### src/rtl/count_arb_pkg.sv
// Shared types and the round-robin pick function for the shared event counter arbiter.
package count_arb_pkg;

    typedef enum logic [0:0] {
        RUN  = 1'b0,
        FULL = 1'b1
    } state_t;

    // Widest supported requester set; rr_pick works on this fixed width.
    localparam int unsigned MAX_REQ = 8;
    localparam int unsigned MAX_IDX_W = 3;

    typedef struct packed {
        logic                 valid;
        logic [MAX_IDX_W-1:0] idx;
    } pick_t;

    // First set bit of elig scanning ptr, ptr+1, ... modulo n_req.
    function automatic pick_t rr_pick(input logic [MAX_REQ-1:0]   elig,
                                      input logic [MAX_IDX_W-1:0] ptr,
                                      input int unsigned          n_req);
        pick_t                p;
        int unsigned          idx;
        logic [MAX_IDX_W-1:0] idx_n;
        p = '0;
        for (int unsigned i = 0; i < MAX_REQ; i++) begin
            idx   = (32'(ptr) + i) % n_req;
            idx_n = idx[MAX_IDX_W-1:0];
            if ((i < n_req) && !p.valid && elig[idx_n]) begin
                p.valid = 1'b1;
                p.idx   = idx_n;
            end
        end
        return p;
    endfunction

endpackage

### src/rtl/rr_arbiter.sv
// Round-robin priority rotate plus the rotating pointer register.
module rr_arbiter
    import count_arb_pkg::*;
#(
    parameter int unsigned N_REQ = 4,
    localparam int unsigned IDX_W = $clog2(N_REQ)
) (
    input  logic             clk,
    input  logic             rst_n,
    input  logic             clr,
    input  logic [N_REQ-1:0] elig,
    input  logic             advance,
    output logic [IDX_W-1:0] winner,
    output logic             valid
);

    logic [IDX_W-1:0]     ptr_q, ptr_d;
    logic [MAX_REQ-1:0]   elig_ext;
    logic [MAX_IDX_W-1:0] ptr_ext;
    pick_t                pick;

    // Winner selection and pointer update.
    always_comb begin
        elig_ext              = '0;
        elig_ext[N_REQ-1:0]   = elig;
        ptr_ext               = '0;
        ptr_ext[IDX_W-1:0]    = ptr_q;
        pick                  = rr_pick(elig_ext, ptr_ext, N_REQ);
        winner                = pick.idx[IDX_W-1:0];
        valid                 = pick.valid;

        ptr_d = ptr_q;
        if (clr) begin
            ptr_d = '0;
        end else if (advance && valid) begin
            // Next scan starts just past the winner.
            if (winner == IDX_W'(N_REQ - 1)) begin
                ptr_d = '0;
            end else begin
                ptr_d = winner + 1'b1;
            end
        end
    end

    // Pointer register.
    always_ff @(posedge clk or negedge rst_n) begin
        if (!rst_n) begin
            ptr_q <= '0;
        end else begin
            ptr_q <= ptr_d;
        end
    end

endmodule

### src/rtl/shared_count_arbiter.sv
// Round-robin sharing of one saturating event counter among N_REQ requesters.
module shared_count_arbiter
    import count_arb_pkg::*;
#(
    parameter int unsigned N_REQ = 4,
    parameter int unsigned CNT_W = 5,
    parameter int unsigned LIMIT = 10,
    localparam int unsigned IDX_W = $clog2(N_REQ)
) (
    input  logic             clk,
    input  logic             rst_n,
    input  logic [N_REQ-1:0] req,
    input  logic             clr,
    output logic [N_REQ-1:0] gnt,
    output logic [IDX_W-1:0] gnt_id,
    output logic [CNT_W-1:0] count,
    output logic             full
);

    state_t           state_q, state_d;
    logic [N_REQ-1:0] gnt_q, gnt_d;
    logic [IDX_W-1:0] gnt_id_q, gnt_id_d;
    logic [CNT_W-1:0] count_q, count_d;

    logic [N_REQ-1:0] elig;
    logic [IDX_W-1:0] winner;
    logic             valid;
    logic             advance;

    // A requester granted this cycle sits out one edge.
    assign elig    = req & ~gnt_q;
    assign advance = (state_q == RUN) && !clr;

    rr_arbiter #(
        .N_REQ(N_REQ)
    ) u_rr_arbiter (
        .clk    (clk),
        .rst_n  (rst_n),
        .clr    (clr),
        .elig   (elig),
        .advance(advance),
        .winner (winner),
        .valid  (valid)
    );

    // Next-state: clear wins, otherwise grant and count while in RUN.
    always_comb begin
        state_d  = state_q;
        gnt_d    = '0;
        gnt_id_d = gnt_id_q;
        count_d  = count_q;
        if (clr) begin
            state_d = RUN;
            count_d = '0;
        end else if (advance && valid) begin
            gnt_d    = N_REQ'(1) << winner;
            gnt_id_d = winner;
            count_d  = count_q + 1'b1;
            // RUN implies count_q < LIMIT, so this never overshoots.
            if (count_d == CNT_W'(LIMIT)) begin
                state_d = FULL;
            end
        end
    end

    // State, grant and counter registers.
    always_ff @(posedge clk or negedge rst_n) begin
        if (!rst_n) begin
            state_q  <= RUN;
            gnt_q    <= '0;
            gnt_id_q <= '0;
            count_q  <= '0;
        end else begin
            state_q  <= state_d;
            gnt_q    <= gnt_d;
            gnt_id_q <= gnt_id_d;
            count_q  <= count_d;
        end
    end

    assign gnt    = gnt_q;
    assign gnt_id = gnt_id_q;
    assign count  = count_q;
    assign full   = (state_q == FULL);

endmodule

### config.mk
export PLATFORM = sky130hd
export DESIGN_NAME = shared_count_arbiter
export DESIGN_NICKNAME = d
export VERILOG_FILES = /design/src/rtl/count_arb_pkg.sv /design/src/rtl/rr_arbiter.sv /design/src/rtl/shared_count_arbiter.sv
export SDC_FILE = /design/constraint.sdc
export NUM_CORES = 1
export LEC_CHECK = 0
export CAP_MARGIN = 10
export CORE_AREA = 2 2 46 70
export CTS_CLUSTER_DIAMETER = 60
export CTS_CLUSTER_SIZE = 8
export DETAILED_ROUTE_END_ITERATION = 16
export DIE_AREA = 0 0 48 72
export GPL_TIMING_DRIVEN = 0
export PLACE_DENSITY = 0.57
export SLEW_MARGIN = 20
export SYNTH_ARGS = -nofsm -noshare
export SYNTH_HDL_FRONTEND = slang
export SYNTH_SLANG_ARGS = --single-unit
### constraint.sdc
create_clock -name clk -period 1.5 [get_ports clk]
set_input_delay 0.3 -clock clk [delete_from_list [all_inputs] [get_ports clk]]
set_output_delay 0.3 -clock clk [all_outputs]
set_load 0.03 [all_outputs]
Run 1, local utilization:
Bar = 10 um. The die is cut into 5 by 7 equal tiles; dark blue is low, red is high, 0 to 100% covered.
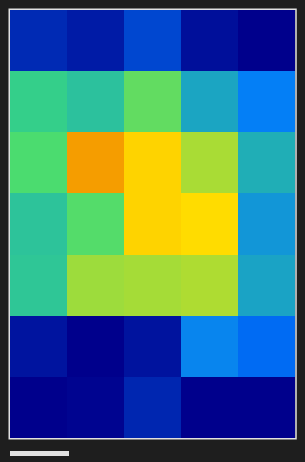
nearly empty tiles: 17%
emptiest ninth of the die: lower left
tiles over 75% full: 11%
mean over tiles: 34%
Layout Utilization: 0.422
Core Footprint: 2850 um^2
FP Util: 0.281

Run 1, wiring heat map:
Bar = 10 um. The die is cut into 10 by 14 equal tiles; dark blue is low, red is high, scaled to the fullest tile. Values are wire area over tile area, all layers added.
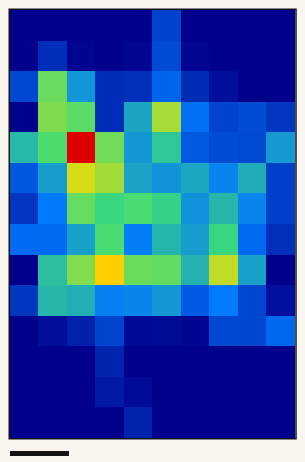
densest ninth of the die: centre
nearly empty tiles: 37%
tiles over half the peak: 12%
total wire length: 1740 um
gr usage total: 0.118

Run 1, track usage over the die:
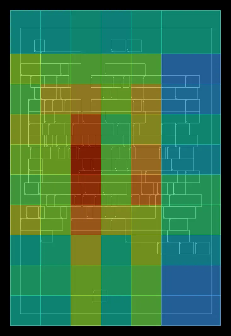
M3 GR Usage: 0.0149
met2 usage: 0.199
Routed wire per std cell: 12.0 um

==> changes_impl.md, run 1 <==
### Changed

* Outcome: complete, no violations
* Post-synth seq share at 0.438
* Measured slew at the worst slew-check pin at 0.655 ns
* Top logic family: simple AND/OR/NAND/NOR gates
* Clock power share at 0.205
* Final instance area at 1200 um^2
* Via count at 664
* Crit path required time at 1.63 ns
* RSZ-0062 raised after global routing: yes
* Psw at 0.000684 W
* Chip area in the Yosys report at 801 um^2
* CTS clk-pin slew, worst paths at 0.06 ns
* Mux share at 0.0266
* Tcrit/Tclk final at 0.984
* Cell Pwr Density at 1460 nW/um^2
* Ys cells at 79
* # nets final at 117
* Share of cells above drive strength 1 at 0.349
* Die Area at 3460 um^2
* YS warnings at 0
* Synthesized area at 801 um^2
* CTS H-Tree Depth at 1
* Flop pwr share at 0.339
* Arrival @ worst endpoint at 1.60 ns
* Site Rows at 24
* Leak at 0.587 nW
* I/O pins at 19
* Top delay family on crit path: AND-OR/OR-AND gates
* Initial antenna violation count at 0
* Net Count, Synth at 89
* First-pass GRT wire length at 2990 um
* Post-Syn Instances at 79
* Critical Path Sink Type: register
* Most common logic cell in the routed design: dlygate4sd2_1
* Int Pwr at 0.00108 W
* DR pass1 iterations at 3
* Worst Setup Start Kind: register
* Synth cell types at 31
* Clk ins delay skew pair at 0.24 ns
* Maximum root-to-sink buffer count at 2
* R2r startpoint: gnt[1]$_DFF_PN0_
* Final Hold Viols at 0
* Simple Share, Synth at 0.244
* Post-DP HPWL at 1210 um
* Via/cell ratio at 4.58
* Antenna diodes at 0
* Maximum clock rate at 677 MHz
* Slowest cell on crit path: o41ai_4
* Chip Height at 72 um
* Largest net degree at the start of global routing at 15
* Flip-flops with a built-in enable at 0
* Ao+oa area frac at 0.192
* Setup crit end: count[3]$_DFFE_PN0P_
* Final setup viols at 0
* Gr ovfl total at 0
* Sw Ratio at 0.388
* Drt drc at 0
* Final ANT Viol Nets at 0
* Area delta synth->final at 50.5%
* Async SR Flop Fraction at 1.00
* Critical path class: register to register
* Slowest stage delay, CP at 0.43 ns
* XOR Share, Synth at 0
* Gp weighted congestion at 0.708
* Root buf cell: clkbuf_8
* CTS tree: done
* VDD IR-drop max at 0.000942 V
* R2R depth at 5
* Clk sinks at 14
* Area after DPL at 1080 um^2
* Port bufs at 18
* Clock skew at 0.00142 ns
* Stages on the worst setup path at 5
* FILL cells at 289
* Synth Flop Type: dfrtp_1
* Worst-path fanout max at 5
* Slew headroom at 0.562
* Fin crit period at 1.48 ns
* Maxcap violations at 0
* Post-CTS Hold Fix Bufs at 0
* Synthesized registers at 14
* Tightest Hold Check Type: input pin to async pin
* Vias in the first global route at 695
* Slew Viols, Final at 0
run 1: repair_timing:
action                     in CTS  in global routing
gates resized                  22                  9
setup endpoints to repair      26                  8
gates cloned                    1                  0
setup buffers                   3                  1
pin swaps                       3                  6
run 1: cell usage after synthesis (2+ instances only):
| master | number | area share |
|---|---|---|
| nand2_1 | 6 | 0.028 |
| nor3_1 | 3 | 0.019 |
| dfrtp_1 | 14 | 0.44 |
| nor2_1 | 6 | 0.028 |
| nand3b_1 | 2 | 0.019 |
| o221a_2 | 2 | 0.028 |
| inv_1 | 7 | 0.033 |
| a21oi_1 | 2 | 0.013 |
| nor2b_4 | 2 | 0.034 |
| o21ai_0 | 4 | 0.025 |
| a21o_1 | 2 | 0.019 |
| nor2b_1 | 2 | 0.016 |
| nand3_1 | 2 | 0.013 |
| nand2b_1 | 5 | 0.039 |
| ha_1 | 3 | 0.047 |
| a211o_1 | 2 | 0.022 |
run 1: cells by family after synthesis:
kind of cell    after synthesis
buf+inv                       9
compound gates               18
flops                        14
fa+ha+maj                     3
mux                           2
simple gates                 33
run 1: cell type report:
cell class	instances	area, um^2	share of cell area
sequential	14	358	0.297
multi-input combinational	56	504	0.418
buffer	2	16.3	0.0135
tap	39	48.8	0.0405
inverter	7	26.3	0.0218
clock buffer	4	55.1	0.0457
timing repair buffer	23	196	0.163
run 1: through the flow:
stage | std cells | worst slack (ns) | power (W) | setup TNS, ns | hold WS, ns
2_1_floorplan | 79 | 0.00619 | 0.00111 | 0 | 0.00441
6_report | 145 | 0.0239 | 0.00176 | 0 | 0.462
5_1_grt | 145 | -0.0508 | 0.00189 | -0.144 | 0.522
3_5_place_dp | 136 | -0.531 | 0.00137 | -5.40 | 0.479
4_1_cts | 144 | -0.0127 | 0.00171 | -0.0127 | 0.485
3_3_place_gp | 136 | -0.470 | 0.00135 | -4.73 | 0.476
run 1: registers in the layout, summed over array words and instances (netlist names):
signal	cells
u_rr_arbiter.ptr_q	2
count	5
full	1
gnt	4
gnt_id	2
run 1: power groups by stage:
stage,Sequential (W),Combinational [W],Clock [W]
after global routing,0.000617,0.000880,0.000394
after CTS,0.000591,0.000743,0.000373
after floorplan,0.000735,0.000373,0
after detailed placement,0.000599,0.000766,0
after global placement,0.000597,0.000752,0
final,0.000597,0.000804,0.000361
run 1: per-layer routing:
metal  vias to the layer above  track usage  share of wire
li1                        330            -              -
met1                       318        0.146           0.44
met2                        16        0.199           0.54
met3                         0       0.0149          0.026
met4                         0       0.0450              0
met5                         -            0              0
run 1: worst min-delay path by stage:
stage                               start                           endpoint  slack (ns)  cells after the start
floorplan                           rst_n               count[0]$_DFFE_PN0P_       0.004                      0
global placement    gnt_id[1]$_DFFE_PN0P_              gnt_id[1]$_DFFE_PN0P_        0.48                      2
detailed placement  gnt_id[1]$_DFFE_PN0P_              gnt_id[1]$_DFFE_PN0P_        0.48                      2
CTS                                 rst_n               count[1]$_DFFE_PN0P_        0.49                      1
global route                        rst_n  u_rr_arbiter.ptr_q[1]$_DFFE_PN0P_        0.52                      1
finish                              rst_n               count[4]$_DFFE_PN0P_        0.46                      1
Run 1, sizing map:
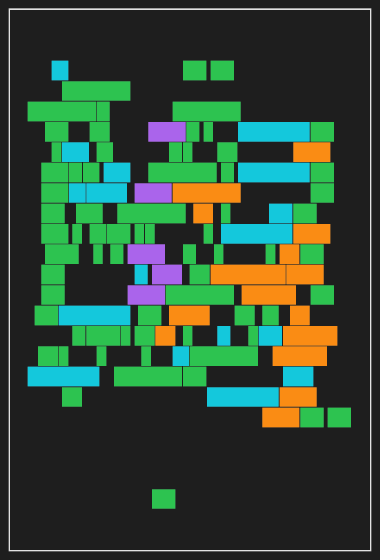

==> run 2: changes to the inputs <==
Settings changed: CORE_AREA 2 2 46 70 to 5 5 49 73, DIE_AREA 0 0 48 72 to 0 0 54 78.
Run 2, sizing map:
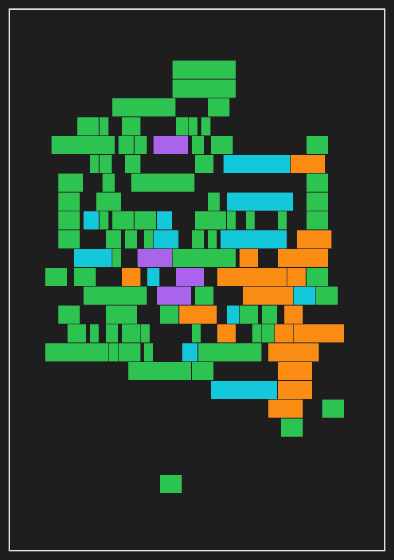
[green] _0 and _1 cells | cells: 74
[cyan] _2 cells | cells: 12
[purple] _6 and larger | cells: 4
[orange] _3 and _4 cells | cells: 17
non-clock buffer total of the final layout: 27
final worst setup slack: 0.0456 ns
area delta synth->final: 48.0%
final instance area: 1180 um^2

==> run 2 against run 1 <==
Synthesized cell count is the same. Critical path depth is the same. Global-route usage decreased by 2.7 points. Register-to-register slack improved by 0.02 ns. Sequential power is essentially flat. Combinational power increased by 2.6%. Sequential share of layout area grew 0.29 points. First-iteration DRC count did not move. Total power is 2.2% lower. Clock power fell by 16%.
==> changes_impl.md, run 2 <==
### Changed

* Outcome: complete, no violations
* Worst-path fanout max at 4
* FILL cells at 289
* First-pass GRT wire length at 2910 um
* # nets final at 119
* Slew Viols, Final at 0
* Final Hold Viols at 0
* Tcrit/Tclk final at 0.970
* Synth Flop Type: dfrtp_1
* Final ANT Viol Nets at 0
* Initial antenna violation count at 0
* Slowest stage delay, CP at 0.42 ns
* Area after DPL at 1080 um^2
* Final setup viols at 0
* Post-CTS Hold Fix Bufs at 0
* Maximum root-to-sink buffer count at 2
* Core Footprint at 2850 um^2
* Max FFs per register at 5
* VDD IR-drop max at 0.000852 V
* Gp weighted congestion at 0.773
* Routed wire per std cell at 12.3 um
* Via count at 677
* RSZ-0062 raised after global routing: yes
* Cell taking the most area after synthesis: dfrtp_1
* Cell Pwr Density at 1450 nW/um^2
* Gr usage total at 0.0907
* Fin crit period at 1.45 ns
* Maximum clock rate at 688 MHz
* Drt drc at 0
* Most instantiated library cell after synthesis: dfrtp_1
* Slew headroom at 0.553
* Total wire length at 1790 um
* Synth top cells by count: dfrtp_1, inv_1, nand2_1, nor2_1, nand2b_1
* Synthesized registers at 14
* Critical Path Sink Type: register
* Leak at 0.598 nW
* Synth cell types at 31
* Hold_ws at 0.471 ns
* Post-DP HPWL at 1300 um
* YS warnings at 0
* Clock skew at 0.00241 ns
* Clk ins delay skew pair at 0.24 ns
* Via/cell ratio at 4.64
* Ys cells at 79
* Max-area cell share at 0.438
* Die Area at 4210 um^2
* Antenna diodes at 0
* Root buf cell: clkbuf_8
* Synthesized area at 801 um^2
* Arrival @ worst endpoint at 1.62 ns
* Maxcap violations at 0
* Post-synth seq share at 0.438
* Crit path required time at 1.67 ns
* Port bufs at 18
* Vias in the first global route at 667
* Gr ovfl total at 0
* Flip-flops with a built-in enable at 0
* Layout Utilization at 0.415
* Async SR Flop Fraction at 1.00
* Clk sinks at 14
-- run 2: netlist changes by cell type in the layout (fill, tap and decap cells not counted), sizes merged --
cell / before / now
clkbuf: 4 / 3
buf: 7 / 9
dlygate4sd2: 15 / 17
clkdlybuf4s15: 2 / 0
-- run 2: power breakdown --
| part | internal, W | total, W | switching, W |
|---|---|---|---|
| Combinational | 0.000380 | 0.000825 | 0.000445 |
| Clock | 0.000177 | 0.000302 | 0.000124 |
| Sequential | 0.000480 | 0.000595 | 0.000115 |
| Total | 0.00104 | 0.00172 | 0.000685 |
-- run 2: cells by family (layout without fill, tap and decap cells) --
logic type                 after synthesis  after routing  share of synthesized area
AOI/OAI and AO/OA                       18             18                      0.192
adders and majority gates                3              3                     0.0469
buffers and inverters                    9             37                     0.0531
DFF                                     14             14                      0.438
muxes                                    2              2                     0.0266
and+or+nand+nor                         33             33                      0.244
-- run 2: worst max-delay path: cells and delay by family (launching register included) --
family / cells / cell delay, ns
AND-OR/OR-AND: 3 / 0.54
flip-flops: 1 / 0.42
adder cells (fa/ha/maj): 1 / 0.26
AND/OR/NAND/NOR: 1 / 0.15
-- run 2: final cells by class --
| type | count | area, um^2 | area share |
|---|---|---|---|
| multi-input cells | 56 | 488 | 0.412 |
| flip-flops and latches | 14 | 355 | 0.300 |
| repair buffers | 25 | 209 | 0.176 |
| well taps | 39 | 48.8 | 0.0412 |
| clock buffers | 3 | 41.3 | 0.0348 |
| inverters | 7 | 26.3 | 0.0222 |
| plain buffers | 2 | 16.3 | 0.0137 |
-- run 2: final timing paths --
check	from	endpoint	slack, ns	depth (start not counted)
max in group asynchronous	rst_n	gnt[1]$_DFF_PN0_	0.56	1
worst max register to register	gnt[2]$_DFF_PN0_	u_rr_arbiter.ptr_q[1]$_DFFE_PN0P_	0.05	5
worst max-delay path	gnt[2]$_DFF_PN0_	u_rr_arbiter.ptr_q[1]$_DFFE_PN0P_	0.05	5
worst min register to register	gnt_id[1]$_DFFE_PN0P_	gnt_id[1]$_DFFE_PN0P_	0.49	2
worst min-delay path	rst_n	count[4]$_DFFE_PN0P_	0.47	1
min in group clk	gnt_id[1]$_DFFE_PN0P_	gnt_id[1]$_DFFE_PN0P_	0.49	2
-- run 2: what timing repair did --
action | CTS | global route
endpoints found under the setup margin | 26 | 7
setup buffers | 3 | 3
gates cloned | 1 | 0
pin swaps | 3 | 5
resized | 21 | 4
-- run 2: routing by layer --
metal / wire, um / track usage / up-vias / share of wire
met1: 788 / 0.114 / 319 / 0.44
met2: 926 / 0.155 / 22 / 0.52
li1: - / - / 334 / -
met5: 0 / 0 / - / 0
met3: 69 / 0.0115 / 2 / 0.038
met4: 9 / 0.0299 / 0 / 0.0050
-- run 2: stage by stage --
step                power [W]  worst slack (ns)  TNS, ns  std cells
floorplan             0.00111           0.00619        0         79
global placement      0.00135            -0.474    -4.73        136
detailed placement    0.00137            -0.517    -5.16        136
CTS                   0.00165           -0.0140  -0.0140        143
global route          0.00183           -0.0205  -0.0705        146
finish                0.00172            0.0456        0        146
Run 2, track usage over the die:
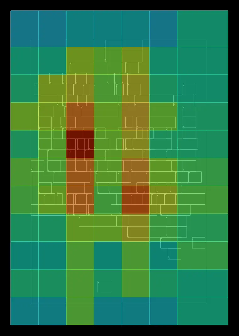

==> run 3: changes to the inputs <==
Settings changed: CORE_AREA 5 5 49 73 to 5 5 59 61, DIE_AREA 0 0 54 78 to 0 0 64 66.
Run 3, track usage over the die:
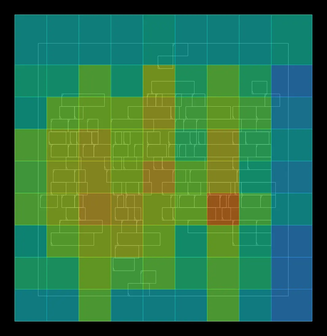
met1 usage: 0.101
met2 usage: 0.149
Layout Utilization: 0.390
Routed wire per std cell: 11.9 um
Most Used Layer, Global Route: met2

==> run 3 against run 2 <==
Hold slack got worse by 0.076 ns. Utilization decreased by 2.6 points. Clock power decreased by 11%. Total power decreased by 5.3%. Via count decreased by 2.5%. Die area increased by 0.28%. Critical path type is now register to output pin. Routed wire length decreased by 8.0%. Sequential cell count unchanged. Critical path depth decreased by 4. Largest power group unchanged.
==> changes_impl.md, run 3 <==
### Changed

* Slowest cell on crit path: dfrtp_1
* Measured slew at the worst slew-check pin at 0.637 ns
* Site Rows at 20
* Via count at 660
* Main area contributors: dfrtp_1, ha_1, nand2b_1, nor2b_4, o41ai_4
* Clk ins delay skew pair at 0.27 ns
* Final setup viols at 0
* Post-synth seq share at 0.438
* Clock skew at 0.000777 ns
* Synthesized area at 801 um^2
* YS warnings at 0
* FP Util at 0.274
* Core Footprint at 2930 um^2
* Cell taking the most area after synthesis: dfrtp_1
* Net Count, Synth at 89
* Maxcap violations at 0
* Chip area in the Yosys report at 801 um^2
* Antenna diodes at 0
* Synth Flop Type: dfrtp_1
* Initial antenna violation count at 0
* Top delay family on crit path: flip-flops
* Vias in the first global route at 684
* Outcome: complete, no violations
* Worst-path fanout max at 8
* Most instantiated library cell after synthesis: dfrtp_1
* Final Hold Viols at 0
* CTS H-Tree Depth at 1
* Final ANT Viol Nets at 0
* Post-DP HPWL at 1210 um
* Slew Viols, Final at 0
* Synthesized registers at 14
* Synth cell types at 31
* Setup TNS at 0 ns
* Fin crit period at 1.48 ns
* Post-Syn Instances at 79
-- run 3: repair_timing --
item / 4_1_cts / 5_1_grt
resized: 19 / 5
setup endpoints to repair: 24 / 10
pin swaps: 2 / 5
buffers inserted: 2 / 2
cloned: 1 / 0
-- run 3: kinds of logic (layout without fill, tap and decap cells) --
family                     after synthesis  in the layout  share of synthesized area
AOI/OAI and AO/OA                       18             18                      0.192
adders and majority gates                3              3                     0.0469
buffers and inverters                    9             36                     0.0531
DFF                                     14             14                      0.438
muxes                                    2              2                     0.0266
and+or+nand+nor                         33             33                      0.244
-- run 3: report_power, final --
part	total, W	switching [W]	internal, W
combinational	0.000774	0.000414	0.000360
sequential	0.000590	0.000111	0.000479
clock	0.000268	0.000121	0.000147
total	0.00163	0.000645	0.000986
-- run 3: final cells by class --
cell class                      instances  area [um^2]
Buffer                                  2         16.3
Clock buffer                            4         36.3
Fill cell                             284         1790
Inverter                                7         26.3
Multi-Input combinational cell         56          464
Sequential cell                        14          355
Tap cell                               33         41.3
Timing Repair Buffer                   23          201
-- run 3: final timing paths --
check,start,to,slack [ns],depth (start not counted)
worst min-delay path,clr,full$_DFFE_PN0P_,0.40,2
min in group asynchronous,rst_n,count[0]$_DFFE_PN0P_,0.41,1
worst max register to register,count[0]$_DFFE_PN0P_,full$_DFFE_PN0P_,0.04,4
worst min register to register,gnt_id[0]$_DFFE_PN0P_,gnt_id[0]$_DFFE_PN0P_,0.49,2
worst max-delay path,count[2]$_DFFE_PN0P_,count[2],0.02,1
max in group asynchronous,rst_n,gnt[1]$_DFF_PN0_,0.64,1
-- run 3: per-layer routing --
metal / GRT usage / share of wire
met1: 0.101 / 0.46
met2: 0.149 / 0.47
met3: 0.0340 / 0.061
met4: 0.0312 / 0.0048
met5: 0 / 0
-- run 3: metrics by stage --
step	hold WS, ns	setup WS [ns]	total power, W	util	instance area (um^2)
finish	0.396	0.0181	0.00163	0.390	1140
global route	0.399	-0.0814	0.00176	0.390	1140
CTS	0.436	0.00306	0.00162	0.382	1120
detailed placement	0.485	-0.464	0.00136	0.365	1070
global placement	0.476	-0.462	0.00136	0.365	1070
floorplan	0.00441	0.00619	0.00111	-	848

==> notes/layouts.md <==
Pictures saved along the way, in no particular order.

Cell classes on the final placement.
Plate I
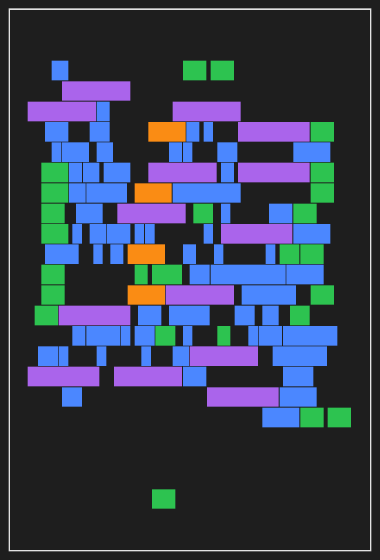
Plate II
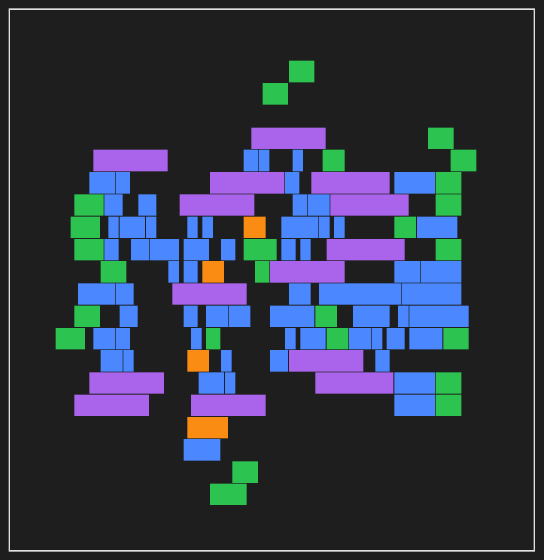
Plate III
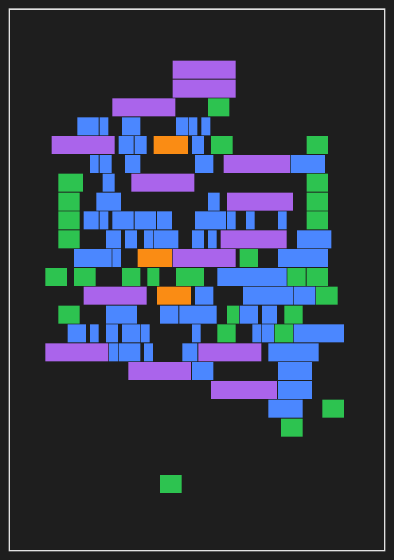
| picture | from |
|---|---|
| Plate III | run 2 |
| Plate II | run 3 |
| Plate I | run 1 |

Power and IR drop assume default switching activity.
